**Met1 routing**

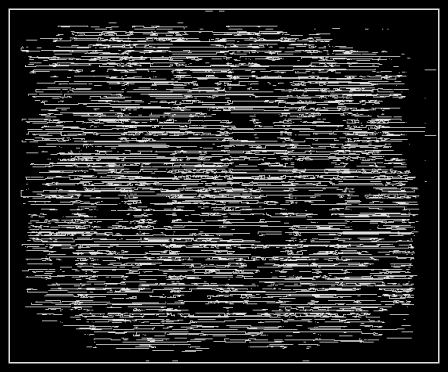
**The metal 2 layer**

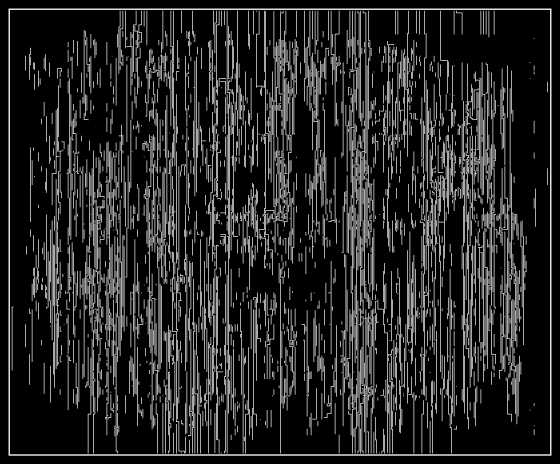
==> src/rtl/note_params.sv <==
// Shared screen, strike-zone and lane constants plus scheduler state encodings.
// Imported by the note scheduler and the render path so geometry stays in one place.
package note_params;

    localparam int X_W    = 10;
    localparam int Y_W    = 12;
    localparam int LANE_W = 3;

    localparam int DEF_NUM_SLOTS     = 8;
    localparam int DEF_SPEED         = 2;
    localparam int DEF_NOTE_WIDTH    = 40;
    localparam int DEF_SCREEN_BOTTOM = 480;
    localparam int DEF_HIT_TOP       = 400;
    localparam int DEF_HIT_BOTTOM    = 440;
    localparam int DEF_LANE_PITCH    = 80;
    localparam int DEF_LANE_OFFSET   = 120;

    typedef enum logic {
        ST_IDLE   = 1'b0,
        ST_SCROLL = 1'b1
    } sched_state_t;

    // Left edge of a note square for a given lane.
    function automatic logic [X_W-1:0] lane_to_x(
        input logic [LANE_W-1:0] lane,
        input int                pitch,
        input int                offset
    );
        int v;
        v = int'(lane) * pitch + offset;
        return v[X_W-1:0];
    endfunction

endpackage

==> src/rtl/slot_priority_enc.sv <==
// Lowest-index set-bit finder; purely combinational, no backpressure.
// Used for both free-slot allocation and strum target selection.
module slot_priority_enc #(
    parameter  int N     = 8,
    localparam int IDX_W = (N > 1) ? $clog2(N) : 1
) (
    input  logic [N-1:0]     i_req,
    output logic             o_found,
    output logic [IDX_W-1:0] o_idx
);

    always_comb begin
        o_found = |i_req;
        o_idx   = '0;
        for (int i = N - 1; i >= 0; i--) begin
            if (i_req[i]) begin
                o_idx = IDX_W'(i);
            end
        end
    end

endmodule

==> src/rtl/note_scheduler.sv <==
// Falling-note slot manager: spawns notes, scrolls them one slot per cycle on each
// frame tick, and judges strums against the strike zone; event pulses are registered (1 cycle).
module note_scheduler
    import note_params::*;
#(
    parameter int NUM_SLOTS     = DEF_NUM_SLOTS,
    parameter int SPEED         = DEF_SPEED,
    parameter int NOTE_WIDTH    = DEF_NOTE_WIDTH,
    parameter int SCREEN_BOTTOM = DEF_SCREEN_BOTTOM,
    parameter int HIT_TOP       = DEF_HIT_TOP,
    parameter int HIT_BOTTOM    = DEF_HIT_BOTTOM,
    parameter int LANE_PITCH    = DEF_LANE_PITCH,
    parameter int LANE_OFFSET   = DEF_LANE_OFFSET
) (
    input  logic                     clk,
    input  logic                     reset_n,
    input  logic                     frame_tick,
    input  logic                     spawn_valid,
    input  logic [LANE_W-1:0]        spawn_lane,
    output logic                     spawn_ready,
    input  logic                     strum,
    input  logic [LANE_W-1:0]        strum_lane,
    output logic [NUM_SLOTS-1:0]     note_active,
    output logic [X_W*NUM_SLOTS-1:0] note_x_flat,
    output logic [Y_W*NUM_SLOTS-1:0] note_y_flat,
    output logic                     hit,
    output logic                     miss,
    output logic                     bad_strum,
    output logic [15:0]              score
);

    localparam int IDX_W = (NUM_SLOTS > 1) ? $clog2(NUM_SLOTS) : 1;
    localparam logic [IDX_W-1:0] LAST_IDX  = IDX_W'(NUM_SLOTS - 1);
    localparam logic [Y_W:0]     SPEED_Y   = (Y_W + 1)'(SPEED);
    localparam logic [Y_W:0]     BOTTOM_Y  = (Y_W + 1)'(SCREEN_BOTTOM);
    localparam logic [Y_W-1:0]   HIT_TOP_Y = Y_W'(HIT_TOP);
    localparam logic [Y_W-1:0]   HIT_BOT_Y = Y_W'(HIT_BOTTOM);

    // Notes wider than the lane pitch would overlap their neighbours on screen.
    if (NOTE_WIDTH > LANE_PITCH) begin : g_note_too_wide
        $error("note_scheduler: NOTE_WIDTH exceeds LANE_PITCH");
    end

    sched_state_t          r_state;
    sched_state_t          w_state_nxt;
    logic [IDX_W-1:0]      r_idx;
    logic [IDX_W-1:0]      w_idx_nxt;

    logic [NUM_SLOTS-1:0]  r_active;
    logic [X_W-1:0]        r_x [NUM_SLOTS];
    logic [Y_W-1:0]        r_y [NUM_SLOTS];

    logic                  r_strum_pend;
    logic [LANE_W-1:0]     r_strum_lane;
    logic                  r_hit;
    logic                  r_miss;
    logic                  r_bad;
    logic [15:0]           r_score;

    logic                  w_idle;
    logic                  w_free_found;
    logic [IDX_W-1:0]      w_free_idx;
    logic                  w_spawn_acc;
    logic                  w_strum_eval;
    logic [LANE_W-1:0]     w_strum_lane_eff;
    logic [X_W-1:0]        w_strum_x;
    logic [NUM_SLOTS-1:0]  w_match_vec;
    logic                  w_match_found;
    logic [IDX_W-1:0]      w_match_idx;
    logic                  w_hit_evt;
    logic                  w_bad_evt;
    logic [Y_W:0]          w_scroll_sum;
    logic                  w_scroll_active;
    logic                  w_retire;

    assign w_idle = (r_state == ST_IDLE);

    slot_priority_enc #(.N(NUM_SLOTS)) u_free_enc (
        .i_req   (~r_active),
        .o_found (w_free_found),
        .o_idx   (w_free_idx)
    );

    assign spawn_ready = w_idle & w_free_found;
    assign w_spawn_acc = spawn_valid & spawn_ready;

    // A strum latched during the scroll takes precedence over a live one in the same cycle.
    assign w_strum_eval     = w_idle & (r_strum_pend | strum);
    assign w_strum_lane_eff = r_strum_pend ? r_strum_lane : strum_lane;
    assign w_strum_x        = lane_to_x(w_strum_lane_eff, LANE_PITCH, LANE_OFFSET);

    for (genvar gi = 0; gi < NUM_SLOTS; gi++) begin : g_match
        assign w_match_vec[gi] = r_active[gi]
                               && (r_x[gi] == w_strum_x)
                               && (r_y[gi] >= HIT_TOP_Y)
                               && (r_y[gi] <= HIT_BOT_Y);
    end

    slot_priority_enc #(.N(NUM_SLOTS)) u_match_enc (
        .i_req   (w_match_vec),
        .o_found (w_match_found),
        .o_idx   (w_match_idx)
    );

    assign w_hit_evt = w_strum_eval & w_match_found;
    assign w_bad_evt = w_strum_eval & ~w_match_found;

    assign w_scroll_sum    = {1'b0, r_y[r_idx]} + SPEED_Y;
    assign w_scroll_active = (r_state == ST_SCROLL) && r_active[r_idx];
    assign w_retire        = w_scroll_active && (w_scroll_sum >= BOTTOM_Y);

    always_comb begin
        w_state_nxt = r_state;
        w_idx_nxt   = r_idx;
        case (r_state)
            ST_IDLE: begin
                if (frame_tick) begin
                    w_state_nxt = ST_SCROLL;
                    w_idx_nxt   = '0;
                end
            end
            ST_SCROLL: begin
                if (r_idx == LAST_IDX) begin
                    w_state_nxt = ST_IDLE;
                    w_idx_nxt   = '0;
                end else begin
                    w_idx_nxt = r_idx + 1'b1;
                end
            end
            default: begin
                w_state_nxt = ST_IDLE;
                w_idx_nxt   = '0;
            end
        endcase
    end

    always_ff @(posedge clk) begin
        if (!reset_n) begin
            r_state <= ST_IDLE;
            r_idx   <= '0;
        end else begin
            r_state <= w_state_nxt;
            r_idx   <= w_idx_nxt;
        end
    end

    always_ff @(posedge clk) begin
        if (!reset_n) begin
            r_active     <= '0;
            r_strum_pend <= 1'b0;
            r_strum_lane <= '0;
            r_hit        <= 1'b0;
            r_miss       <= 1'b0;
            r_bad        <= 1'b0;
            r_score      <= '0;
            for (int i = 0; i < NUM_SLOTS; i++) begin
                r_x[i] <= '0;
                r_y[i] <= '0;
            end
        end else begin
            r_hit  <= w_hit_evt;
            r_bad  <= w_bad_evt;
            r_miss <= w_retire;

            if (w_hit_evt && (r_score != 16'hFFFF)) begin
                r_score <= r_score + 16'd1;
            end

            // One-deep latch: extra strums during a scroll are dropped.
            if (r_state == ST_SCROLL) begin
                if (strum && !r_strum_pend) begin
                    r_strum_pend <= 1'b1;
                    r_strum_lane <= strum_lane;
                end
            end else begin
                r_strum_pend <= 1'b0;
            end

            for (int i = 0; i < NUM_SLOTS; i++) begin
                if (w_scroll_active && (r_idx == IDX_W'(i))) begin
                    if (w_retire) begin
                        r_active[i] <= 1'b0;
                        r_x[i]      <= '0;
                        r_y[i]      <= '0;
                    end else begin
                        r_y[i] <= w_scroll_sum[Y_W-1:0];
                    end
                end
                if (w_hit_evt && (w_match_idx == IDX_W'(i))) begin
                    r_active[i] <= 1'b0;
                    r_x[i]      <= '0;
                    r_y[i]      <= '0;
                end
                // The free slot comes from the pre-strum occupancy, so it never aliases the hit slot.
                if (w_spawn_acc && (w_free_idx == IDX_W'(i))) begin
                    r_active[i] <= 1'b1;
                    r_x[i]      <= lane_to_x(spawn_lane, LANE_PITCH, LANE_OFFSET);
                    r_y[i]      <= '0;
                end
            end
        end
    end

    for (genvar gi = 0; gi < NUM_SLOTS; gi++) begin : g_flat
        assign note_x_flat[X_W*gi +: X_W] = r_x[gi];
        assign note_y_flat[Y_W*gi +: Y_W] = r_y[gi];
    end

    assign note_active = r_active;
    assign hit         = r_hit;
    assign miss        = r_miss;
    assign bad_strum   = r_bad;
    assign score       = r_score;

endmodule

==> config.mk <==
export PLATFORM = sky130hd
export DESIGN_NAME = note_scheduler
export DESIGN_NICKNAME = d
export VERILOG_FILES = /design/src/rtl/note_params.sv /design/src/rtl/slot_priority_enc.sv /design/src/rtl/note_scheduler.sv
export SDC_FILE = /design/constraint.sdc
export NUM_CORES = 1
export LEC_CHECK = 0
export ABC_AREA = 1
export ABC_CLOCK_PERIOD_IN_PS = 11000
export CAP_MARGIN = 20
export CORE_AREA = 5 5 181 148
export CTS_BUF_LIST = sky130_fd_sc_hd__clkbuf_4 sky130_fd_sc_hd__clkbuf_8
export CTS_CLUSTER_DIAMETER = 100
export DETAILED_ROUTE_END_ITERATION = 7
export DIE_AREA = 0 0 186 153
export DONT_BUFFER_PORTS = 1
export HOLD_SLACK_MARGIN = 0.15
export SLEW_MARGIN = 30
export SYNTH_ARGS = -nofsm -noshare
export SYNTH_HDL_FRONTEND = slang
export SYNTH_SLANG_ARGS = --single-unit
==> constraint.sdc <==
create_clock -name clk -period 11 [get_ports clk]
set_input_delay 1.1 -clock clk [delete_from_list [all_inputs] [get_ports clk]]
set_output_delay 1.1 -clock clk [all_outputs]
set_load 0.05 [all_outputs]
==> flow_summary.yaml <==
# implementation run metrics
setup_path:
  r2r_cells: 16
  critPathMaxFanout: 65
  endpoint: "r_x[0][15]"
  cpMostUsedCell: "nand2_1"
  slowest_delay_ns: 0.53
logic_synthesis:
  synth_top_area_share: 0.375
  ys_cells: 1595
  ys_seq_frac: 0.437
  common_cells: "364 x nand2_1, 281 x nor2_1, 195 x inv_1, 152 x edfxtp_1, 138 x nand3_1"
  yosys_warnings: 0
  yosysChipArea_um2: 12200
layout:
  instances_no_fill: 1950
  inv_count: 203
  logic_area_um2: 5920
  logic_gate_count: 1195
  largest_reg_flops: 96
  fillers: 2471
  clk_share: 0.0305
  n_clock_buffer: 23
global_route:
  gr-usage-met1: 0.423
  grt_overflow_total: 0
clock_network:
  cts_tree: "yes"
  cts_hold_buf: 0
  cts_buffer_depth: 2
  clockRootBuffer: "clkbuf_8"
detailed_routing:
  wire_per_inst_um: 21.8
sta:
  worst_slew_pin_slew_ns: 0.859
  setup_viol: 0
  fin_skew_ns: 0.0180
  rsz0062_at_grt: "no"
run:
  openroad.warnings: 30
  cap_violations: 0
power_and_ir_drop:
  sequentialPowerShare: 0.540
  switching_share: 0.375
die:
  die_w_um: 186
outcome:
  status: "finished clean"
place:
  dpl.hpwl_um: 33300
  port-buffer-count: 0
worst_hold_path:
  min_from: "r_strum_lane[0]"
Notes on 'met1 routing' above:
longest straight run = 69.5 um
nets with wire on the layer = 1,545
share of all routed wire = 43%
main direction = horizontal

Notes on 'the metal 2 layer' above:
longest straight run = 60.0 um
wire length on this layer = 18,100 um
main direction = vertical
drt total wl: 42,600 um
grt met2 use: 0.430
DR vias: 11,157

